**src/rtl/inst_cache_pkg.sv**
```systemverilog
// Shared constants and FSM state encoding for the instruction cache.
package inst_cache_pkg;

    localparam int ICACHE_INDEX_BIT  = 4;
    localparam int ICACHE_OFFSET_BIT = 2;

    typedef enum logic [1:0] {
        IDLE   = 2'd0,
        RESP   = 2'd1,
        REFILL = 2'd2
    } state_t;

    // Tag width left over after the byte, word-offset and index fields.
    function automatic int tag_bits(input int index_bit, input int offset_bit);
        return 32 - 2 - offset_bit - index_bit;
    endfunction

endpackage

```
**src/rtl/inst_cache_if.sv**
```systemverilog
// Fetch-side and refill-side handshake signals of the instruction cache.
// slave: the cache itself; master: the instruction unit plus memory unit.
interface inst_cache_if;

    logic        fetch_req;
    logic [31:0] fetch_pc;
    logic        fetch_ready;
    logic [31:0] fetch_inst;
    logic        mem_req;
    logic [31:0] mem_addr;
    logic        mem_ready;
    logic [31:0] mem_data;

    modport master (
        output fetch_req, fetch_pc, mem_ready, mem_data,
        input  fetch_ready, fetch_inst, mem_req, mem_addr
    );

    modport slave (
        input  fetch_req, fetch_pc, mem_ready, mem_data,
        output fetch_ready, fetch_inst, mem_req, mem_addr
    );

endinterface

```
**src/rtl/icache_line_array.sv**
```systemverilog
// Tag/valid/data storage for the direct-mapped instruction cache.
// One combinational read port (index, offset) and one write port.
// Only the valid bits are reset; tags and data are qualified by valid.
module icache_line_array
    import inst_cache_pkg::*;
#(
    parameter int INDEX_BIT  = ICACHE_INDEX_BIT,
    parameter int OFFSET_BIT = ICACHE_OFFSET_BIT,
    parameter int TAG_BIT    = tag_bits(ICACHE_INDEX_BIT, ICACHE_OFFSET_BIT)
) (
    input  logic                  clk_in,
    input  logic                  rst_in,
    input  logic [INDEX_BIT-1:0]  rd_index,
    input  logic [OFFSET_BIT-1:0] rd_offset,
    output logic                  rd_valid,
    output logic [TAG_BIT-1:0]    rd_tag,
    output logic [31:0]           rd_data,
    input  logic                  wr_en,
    input  logic [INDEX_BIT-1:0]  wr_index,
    input  logic [OFFSET_BIT-1:0] wr_offset,
    input  logic [31:0]           wr_data,
    input  logic [TAG_BIT-1:0]    wr_tag,
    input  logic                  set_valid,
    input  logic                  clr_valid
);

    localparam int LINES = 1 << INDEX_BIT;
    localparam int WORDS = 1 << OFFSET_BIT;

    logic [LINES-1:0]   valid_q;
    logic [TAG_BIT-1:0] tag_q  [LINES];
    logic [31:0]        data_q [LINES*WORDS];

    assign rd_valid = valid_q[rd_index];
    assign rd_tag   = tag_q[rd_index];
    assign rd_data  = data_q[{rd_index, rd_offset}];

    // Valid bits: cleared when a refill starts, set when its last word lands.
    always_ff @(posedge clk_in) begin
        if (rst_in) begin
            valid_q <= '0;
        end else if (clr_valid) begin
            valid_q[wr_index] <= 1'b0;
        end else if (set_valid) begin
            valid_q[wr_index] <= 1'b1;
        end
    end

    // Tag and word storage.
    always_ff @(posedge clk_in) begin
        if (set_valid) begin
            tag_q[wr_index] <= wr_tag;
        end
        if (wr_en) begin
            data_q[{wr_index, wr_offset}] <= wr_data;
        end
    end

endmodule

```
**src/rtl/inst_cache.sv**
```systemverilog
// Direct-mapped read-only instruction cache: hits answer from the line
// array, misses refill a whole line one word at a time from memory.
// Optional hit/miss counters are built when ICACHE_STATS_EN is defined.
//
// state  | meaning
// IDLE   | waiting for a fetch; lookup happens here
// RESP   | fetch_inst valid, fetch_ready pulses unless flushed
// REFILL | requesting words of the captured line from memory
module inst_cache
    import inst_cache_pkg::*;
#(
    parameter int INDEX_BIT  = ICACHE_INDEX_BIT,
    parameter int OFFSET_BIT = ICACHE_OFFSET_BIT
) (
    input  logic        clk_in,
    input  logic        rst_in,
    input  logic        rdy_in,
    input  logic        clear,
    inst_cache_if.slave bus
`ifdef ICACHE_STATS_EN
    ,
    output logic [31:0] hit_cnt,
    output logic [31:0] miss_cnt
`endif
);

    localparam int TAG_BIT = tag_bits(INDEX_BIT, OFFSET_BIT);
    localparam logic [OFFSET_BIT-1:0] LAST_WORD = '1;

    state_t                state_q, state_d;
    logic [OFFSET_BIT-1:0] cnt_q, cnt_d;
    logic [INDEX_BIT-1:0]  cap_index_q, cap_index_d;
    logic [TAG_BIT-1:0]    cap_tag_q, cap_tag_d;
    logic [31:0]           inst_q, inst_d;

    logic [TAG_BIT-1:0]    pc_tag;
    logic [INDEX_BIT-1:0]  pc_index;
    logic [OFFSET_BIT-1:0] pc_offset;

    logic                  rd_valid;
    logic [TAG_BIT-1:0]    rd_tag;
    logic [31:0]           rd_data;
    logic                  hit;

    logic                  arr_wr_en;
    logic                  arr_set_valid;
    logic                  arr_clr_valid;
    logic [INDEX_BIT-1:0]  arr_wr_index;
    logic                  take_hit;
    logic                  take_miss;

    logic                  unused_pc_bits;

    assign pc_tag         = bus.fetch_pc[31:32-TAG_BIT];
    assign pc_index       = bus.fetch_pc[2+OFFSET_BIT+INDEX_BIT-1:2+OFFSET_BIT];
    assign pc_offset      = bus.fetch_pc[2+OFFSET_BIT-1:2];
    assign unused_pc_bits = ^bus.fetch_pc[1:0];

    assign hit = rd_valid && (rd_tag == pc_tag);

    // While paused nothing may be written, so every array strobe is qualified by rdy_in.
    icache_line_array #(
        .INDEX_BIT  (INDEX_BIT),
        .OFFSET_BIT (OFFSET_BIT),
        .TAG_BIT    (TAG_BIT)
    ) u_lines (
        .clk_in    (clk_in),
        .rst_in    (rst_in),
        .rd_index  (pc_index),
        .rd_offset (pc_offset),
        .rd_valid  (rd_valid),
        .rd_tag    (rd_tag),
        .rd_data   (rd_data),
        .wr_en     (rdy_in & arr_wr_en),
        .wr_index  (arr_wr_index),
        .wr_offset (cnt_q),
        .wr_data   (bus.mem_data),
        .wr_tag    (cap_tag_q),
        .set_valid (rdy_in & arr_set_valid),
        .clr_valid (rdy_in & arr_clr_valid)
    );

    // Next-state, lookup and refill control.
    always_comb begin
        state_d       = state_q;
        cnt_d         = cnt_q;
        cap_index_d   = cap_index_q;
        cap_tag_d     = cap_tag_q;
        inst_d        = inst_q;
        arr_wr_en     = 1'b0;
        arr_set_valid = 1'b0;
        arr_clr_valid = 1'b0;
        arr_wr_index  = cap_index_q;
        take_hit      = 1'b0;
        take_miss     = 1'b0;
        case (state_q)
            IDLE: begin
                if (bus.fetch_req && !clear) begin
                    if (hit) begin
                        state_d  = RESP;
                        inst_d   = rd_data;
                        take_hit = 1'b1;
                    end else begin
                        // The victim line is invalidated now so a half-filled line never hits.
                        state_d       = REFILL;
                        cap_index_d   = pc_index;
                        cap_tag_d     = pc_tag;
                        cnt_d         = '0;
                        arr_clr_valid = 1'b1;
                        arr_wr_index  = pc_index;
                        take_miss     = 1'b1;
                    end
                end
            end
            RESP: begin
                state_d = IDLE;
            end
            REFILL: begin
                // A flush does not stop the refill; the memory unit may be mid-transaction.
                if (bus.mem_ready) begin
                    arr_wr_en = 1'b1;
                    cnt_d     = cnt_q + OFFSET_BIT'(1);
                    if (cnt_q == LAST_WORD) begin
                        arr_set_valid = 1'b1;
                        state_d       = IDLE;
                    end
                end
            end
            default: begin
                state_d = IDLE;
            end
        endcase
    end

    // State, counter, captured line address and instruction register.
    always_ff @(posedge clk_in) begin
        if (rst_in) begin
            state_q     <= IDLE;
            cnt_q       <= '0;
            cap_index_q <= '0;
            cap_tag_q   <= '0;
            inst_q      <= '0;
        end else if (rdy_in) begin
            state_q     <= state_d;
            cnt_q       <= cnt_d;
            cap_index_q <= cap_index_d;
            cap_tag_q   <= cap_tag_d;
            inst_q      <= inst_d;
        end
    end

    assign bus.mem_req     = (state_q == REFILL);
    assign bus.mem_addr    = {cap_tag_q, cap_index_q, cnt_q, 2'b00};
    assign bus.fetch_ready = (state_q == RESP) && !clear;
    assign bus.fetch_inst  = inst_q;

`ifdef ICACHE_STATS_EN
    // Saturating hit/miss event counters.
    always_ff @(posedge clk_in) begin
        if (rst_in) begin
            hit_cnt  <= '0;
            miss_cnt <= '0;
        end else if (rdy_in) begin
            if (take_hit && (hit_cnt != 32'hFFFF_FFFF)) begin
                hit_cnt <= hit_cnt + 32'd1;
            end
            if (take_miss && (miss_cnt != 32'hFFFF_FFFF)) begin
                miss_cnt <= miss_cnt + 32'd1;
            end
        end
    end
`else
    logic unused_stats;
    assign unused_stats = take_hit ^ take_miss;
`endif

endmodule

```
**src/flat_wrapper.sv**
```systemverilog
// flat-port wrapper written by rule: the top's interface ports become plain ports
module inst_cache_flat import inst_cache_pkg::*;
#(
    parameter int INDEX_BIT  = ICACHE_INDEX_BIT,
    parameter int OFFSET_BIT = ICACHE_OFFSET_BIT
)
  (clk_in, rst_in, rdy_in, clear, bus_fetch_req, bus_fetch_pc, bus_mem_ready, bus_mem_data, bus_fetch_ready, bus_fetch_inst, bus_mem_req, bus_mem_addr);
  inst_cache_if bus_i ();
  input  logic clk_in;
  input  logic rst_in;
  input  logic rdy_in;
  input  logic clear;
  input wire logic [$bits(bus_i.fetch_req)-1:0] bus_fetch_req;
  input wire logic [$bits(bus_i.fetch_pc)-1:0] bus_fetch_pc;
  input wire logic [$bits(bus_i.mem_ready)-1:0] bus_mem_ready;
  input wire logic [$bits(bus_i.mem_data)-1:0] bus_mem_data;
  output wire logic [$bits(bus_i.fetch_ready)-1:0] bus_fetch_ready;
  output wire logic [$bits(bus_i.fetch_inst)-1:0] bus_fetch_inst;
  output wire logic [$bits(bus_i.mem_req)-1:0] bus_mem_req;
  output wire logic [$bits(bus_i.mem_addr)-1:0] bus_mem_addr;
  assign bus_i.fetch_req = bus_fetch_req;
  assign bus_i.fetch_pc = bus_fetch_pc;
  assign bus_i.mem_ready = bus_mem_ready;
  assign bus_i.mem_data = bus_mem_data;
  assign bus_fetch_ready = bus_i.fetch_ready;
  assign bus_fetch_inst = bus_i.fetch_inst;
  assign bus_mem_req = bus_i.mem_req;
  assign bus_mem_addr = bus_i.mem_addr;
  inst_cache #(.INDEX_BIT(INDEX_BIT), .OFFSET_BIT(OFFSET_BIT)) u_core (.clk_in(clk_in), .rst_in(rst_in), .rdy_in(rdy_in), .clear(clear), .bus(bus_i));
endmodule
```
**config.mk**
```make
export PLATFORM = sky130hd
export DESIGN_NAME = inst_cache_flat
export DESIGN_NICKNAME = d
export VERILOG_FILES = /design/src/rtl/inst_cache_pkg.sv /design/src/rtl/inst_cache_if.sv /design/src/rtl/icache_line_array.sv /design/src/rtl/inst_cache.sv /design/src/flat_wrapper.sv
export SDC_FILE = /design/constraint.sdc
export NUM_CORES = 2
export LEC_CHECK = 0
export CAP_MARGIN = 20
export CORE_UTILIZATION = 50
export CTS_CLUSTER_SIZE = 12
export DETAILED_ROUTE_END_ITERATION = 8
export GPL_TIMING_DRIVEN = 1
export PLACE_DENSITY = 0.63
export SLEW_MARGIN = 20
export SYNTH_ARGS = -nofsm -noshare
export SYNTH_HDL_FRONTEND = slang
export SYNTH_SLANG_ARGS = --single-unit
```
**constraint.sdc**
```tcl
create_clock -name clk_in -period 23.7 [get_ports clk_in]
set_clock_uncertainty 0.1 [all_clocks]
set_input_delay 5.925 -clock clk_in [delete_from_list [all_inputs] [get_ports clk_in]]
set_output_delay 5.925 -clock clk_in [all_outputs]
set_load 0.01 [all_outputs]
```
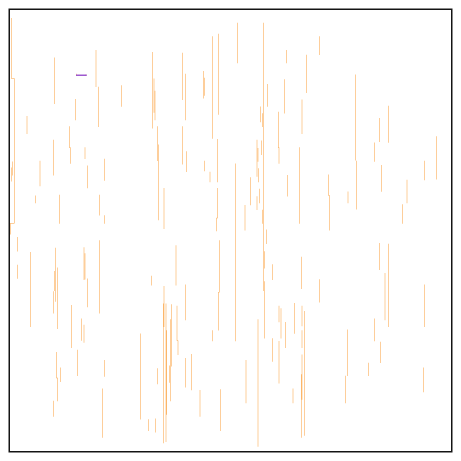
**Above:** signal wires by layer.
Scale: 1 px per um. Two of the layers only.
Key: met4 = orange [wire length 5710 um]; met5 = purple [wire length 9.20 um]
routed wire length: 226300 um
WL/cell: 32.34 um
total number of vias: 43575
GRT Total Usage: 23.60%

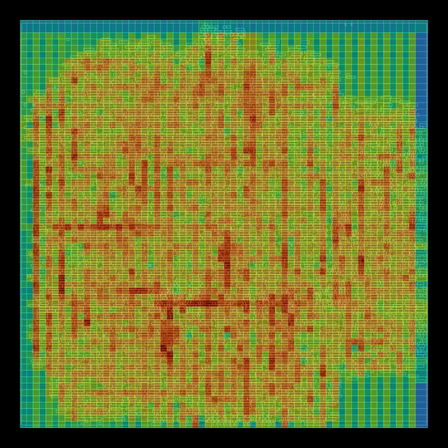
**Above:** track usage over the die.
met3 Usage GRT: 3.699%
GRT met2 Usage: 39.72%
Top Usage Layer GRT: met2
met1 usage: 32.32%
Final Core Density: 57.28%

==> flow_metrics.py <==
# Auto-generated metrics
metrics = {
    "outcome": {
        "outcome": "finished, final reports clean",
    },
    "worst_setup_path": {
        "startpoint": "clear",
        "critPathArrivalTime_ns": 7.12,
        "timing.rr.start": "u_core.u_lines.tag_q[9][14]$_DFFE_PP_",
        "worst_setup_path_start_kind": "primary input",
        "critical_path_class": "primary input to output port",
        "cp_max_fo": 2,
        "cp-end-kind": "output port",
        "required_ns": 17.67,
    },
    "clock_tree": {
        "cts-root-buf": "clkbuf_16",
        "cts_resized": 0,
        "cts_buffers": 277,
        "cts_hold_buf": 0,
        "cts_sinks": 2512,
        "clk_pin_slew_worst_paths_ns": 0.06,
        "postCtsSetupBuffers": 0,
        "cts_buffer_depth": 4,
        "cts_tree": "done",
        "htreeDepth": 5,
        "clkLatencyLatePin_ns": 0.93,
    },
    "timing": {
        "post-route-period-util_pct": 55.47,
        "fin_tns_setup_ns": 0,
        "setup_viol": 0,
        "slew_violations": 0,
        "max_freq_mhz": 76.07,
        "relSlewSlack_pct": 23.80,
        "rsz0062_at_grt": "false",
        "hold_viol": 0,
        "finalCriticalPeriod_ns": 13.15,
        "worst_slew_pin_slew_ns": 1.143,
    },
    "placement": {
        "place_inst": 6556,
        "io_buffers": 131,
        "hpwl_um": 121800,
        "gp_congestion": 0.7768,
    },
    "yosys": {
        "top_logic_kind": "multiplexers",
        "ys_types": 64,
        "yosys.area_share.aoi_pct": 0.6467,
        "syn_area_mm2": 0.09635,
        "synth_area_leader_cell": "edfxtp_1",
        "top_cells_by_area": "edfxtp_1 (76%), mux4_2 (18%), dfxtp_1 (1.7%), mux2i_1 (1.4%), clkbuf_1 (0.59%)",
        "synth-xor-area-share_pct": 0.1909,
        "ys_seq_share_pct": 77.46,
        "edf_count": 2432,
        "flop_cell": "edfxtp_1",
        "syn_inst": 4009,
        "ys_cells": 4009,
        "fa_ha_area_share_pct": 0.01299,
        "ys_sh_simple_pct": 1.488,
        "ys_area_mm2": 0.09635,
        "syn-mean-instance-area_um2": 24.03,
        "synth_flops": 2512,
        "synth.top_cell.area_share_pct": 75.79,
        "yosysWarnings": 0,
        "mux_area_share_pct": 19.17,
        "synthArstFlopShare_pct": 0,
    },
    "power": {
        "power.total_mw": 9.121,
        "peakVddDrop_mv": 0.06927,
        "p_leak_nw": 33.64,
        "powerDensity_mw_per_mm2": 83.46,
    },
    "floorplan": {
        "initial_core_util_pct": 50.50,
        "core_area_mm2": 0.1908,
        "dieArea_mm2": 0.1945,
        "fp.dieH_um": 441.0,
        "die_x_um": 441.0,
        "row_count": 160,
        "ioPinCount": 136,
    },
    "layout": {
        "lay_top_count": "edfxtp_1",
        "lay_top_cells": "edfxtp_1 (2432), mux4_2 (758), clkbuf_16 (283)",
        "mi_logic_area_mm2": 0.02131,
        "regArea_mm2": 0.07463,
        "final-instance-count-excl-fill": 6998,
        "syn_to_final_growth_pct": 13.42,
        "num-fill-cells": 13611,
        "nets": 4399,
        "drive_above_1_share_pct": 30.05,
    },
    "drt": {
        "route.detailed.drc": 0,
        "vias_per_cell": 6.227,
        "drtIter0Drc": 4386,
        "drtPass1Iterations": 7,
        "ant_nets": 0,
    },
    "min_path": {
        "hold_path_class": "flop to flop",
        "worstHoldStart": "u_core.bus.fetch_inst[23]$_SDFFE_PP0P_",
    },
    "global_route": {
        "grt_max_degree": 111,
        "antenna_found_initial": 31,
        "grt_pass1_wl_um": 323400,
        "first_global_vias": 44375,
        "overflow": 0,
    },
    "flow_run": {
        "warnings": 35,
        "maxCapViolCount": 0,
    },
}
==> cells in the mapped netlist, types with 4 or more instances <==
library cell,n
edfxtp_1,2432
mux4_2,758
clkbuf_1,151
mux2i_1,130
nor2_1,112
dfxtp_1,80
nand2b_1,55
buf_1,27
nor4_1,21
buf_2,18
nand2_1,18
xor2_1,15
buf_4,14
nor2b_1,11
a22oi_1,10
a311oi_1,10
buf_6,10
a21oi_1,9
a31oi_1,9
o21bai_1,8
nand3_1,7
nor3b_1,7
o21ai_0,7
mux2_2,6
nor3_1,6
xnor2_1,6
a22o_1,5
and2_1,5
o41ai_1,5
and3_1,4
inv_1,4
nor4_2,4
or3_1,4
==> through the flow <==
step                      hold slack [ns]  instance area (um^2)  util (%)  worst slack, ns
after floorplan                    0.3732                 96360         -            11.32
after global placement             0.3831                101200     53.06            10.58
after detailed placement           0.3841                101300     53.07            10.57
after CTS                          0.3977                109100     57.20            10.55
after global routing               0.4161                109300     57.28            10.52
final                              0.3946                109300     57.28            10.55
==> cell families after synthesis <==
| group | Yosys count |
|---|---|
| other | 1 |
| flip-flops | 2512 |
| multiplexers | 896 |
| adder cells (fa/ha/maj) | 1 |
| AND-OR/OR-AND | 82 |
| buffers and inverters | 225 |
| AND/OR/NAND/NOR | 271 |
| XOR/XNOR | 21 |
==> final timing paths <==
path                                                                 to  slack [ns]  cells after the start
worst max-delay path                                    bus_fetch_ready       10.55                      3
worst min-delay path             u_core.bus.fetch_inst[23]$_SDFFE_PP0P_        0.39                      2
worst max register to register  u_core.u_lines.data_q[43][14]$_DFFE_PP_       18.62                     10
worst min register to register   u_core.bus.fetch_inst[23]$_SDFFE_PP0P_        0.39                      2
==> registers in the layout, indices dropped and copies added, names as in the netlist, named ones only <==
register               cells
u_core.cap_index_q         4
u_core.state_q             2
u_core.bus.fetch_inst     32
u_core.u_lines.data_q   2048
u_core.u_lines.tag_q     384
u_core.cnt_q               2
u_core.cap_tag_q          24
==> area by class of cell <==
type | instances | area share, %
diodes | 5 | 0.01145
clock buffers | 382 | 6.930
clock inverters | 51 | 0.2794
inverters | 5 | 0.02404
multi-input cells | 1273 | 19.50
flip-flops and latches | 2512 | 68.29
well taps | 2511 | 2.875
repair buffers | 259 | 2.086
==> worst max-delay path, stage by stage <==
cell and delay (ns):
clkdlybuf4s50_1 0.43, nor3b_1 0.20, clkdlybuf4s50_1 0.57
==> report_power, final <==
group          switching (mW)  internal, mW
logic                   0.226         0.167
clock network            1.62          2.23
registers             0.00788          4.87
==> routing by layer <==
| layer | share of wire [%] | GRT usage (%) |
|---|---|---|
| met3 | 6.0 | 3.699 |
| met5 | 0.0040 | 0 |
| met4 | 2.5 | 6.273 |
| met1 | 40 | 32.32 |
| met2 | 51 | 39.72 |
Power figures rest on the tool's default switching activity, not on a simulated workload.
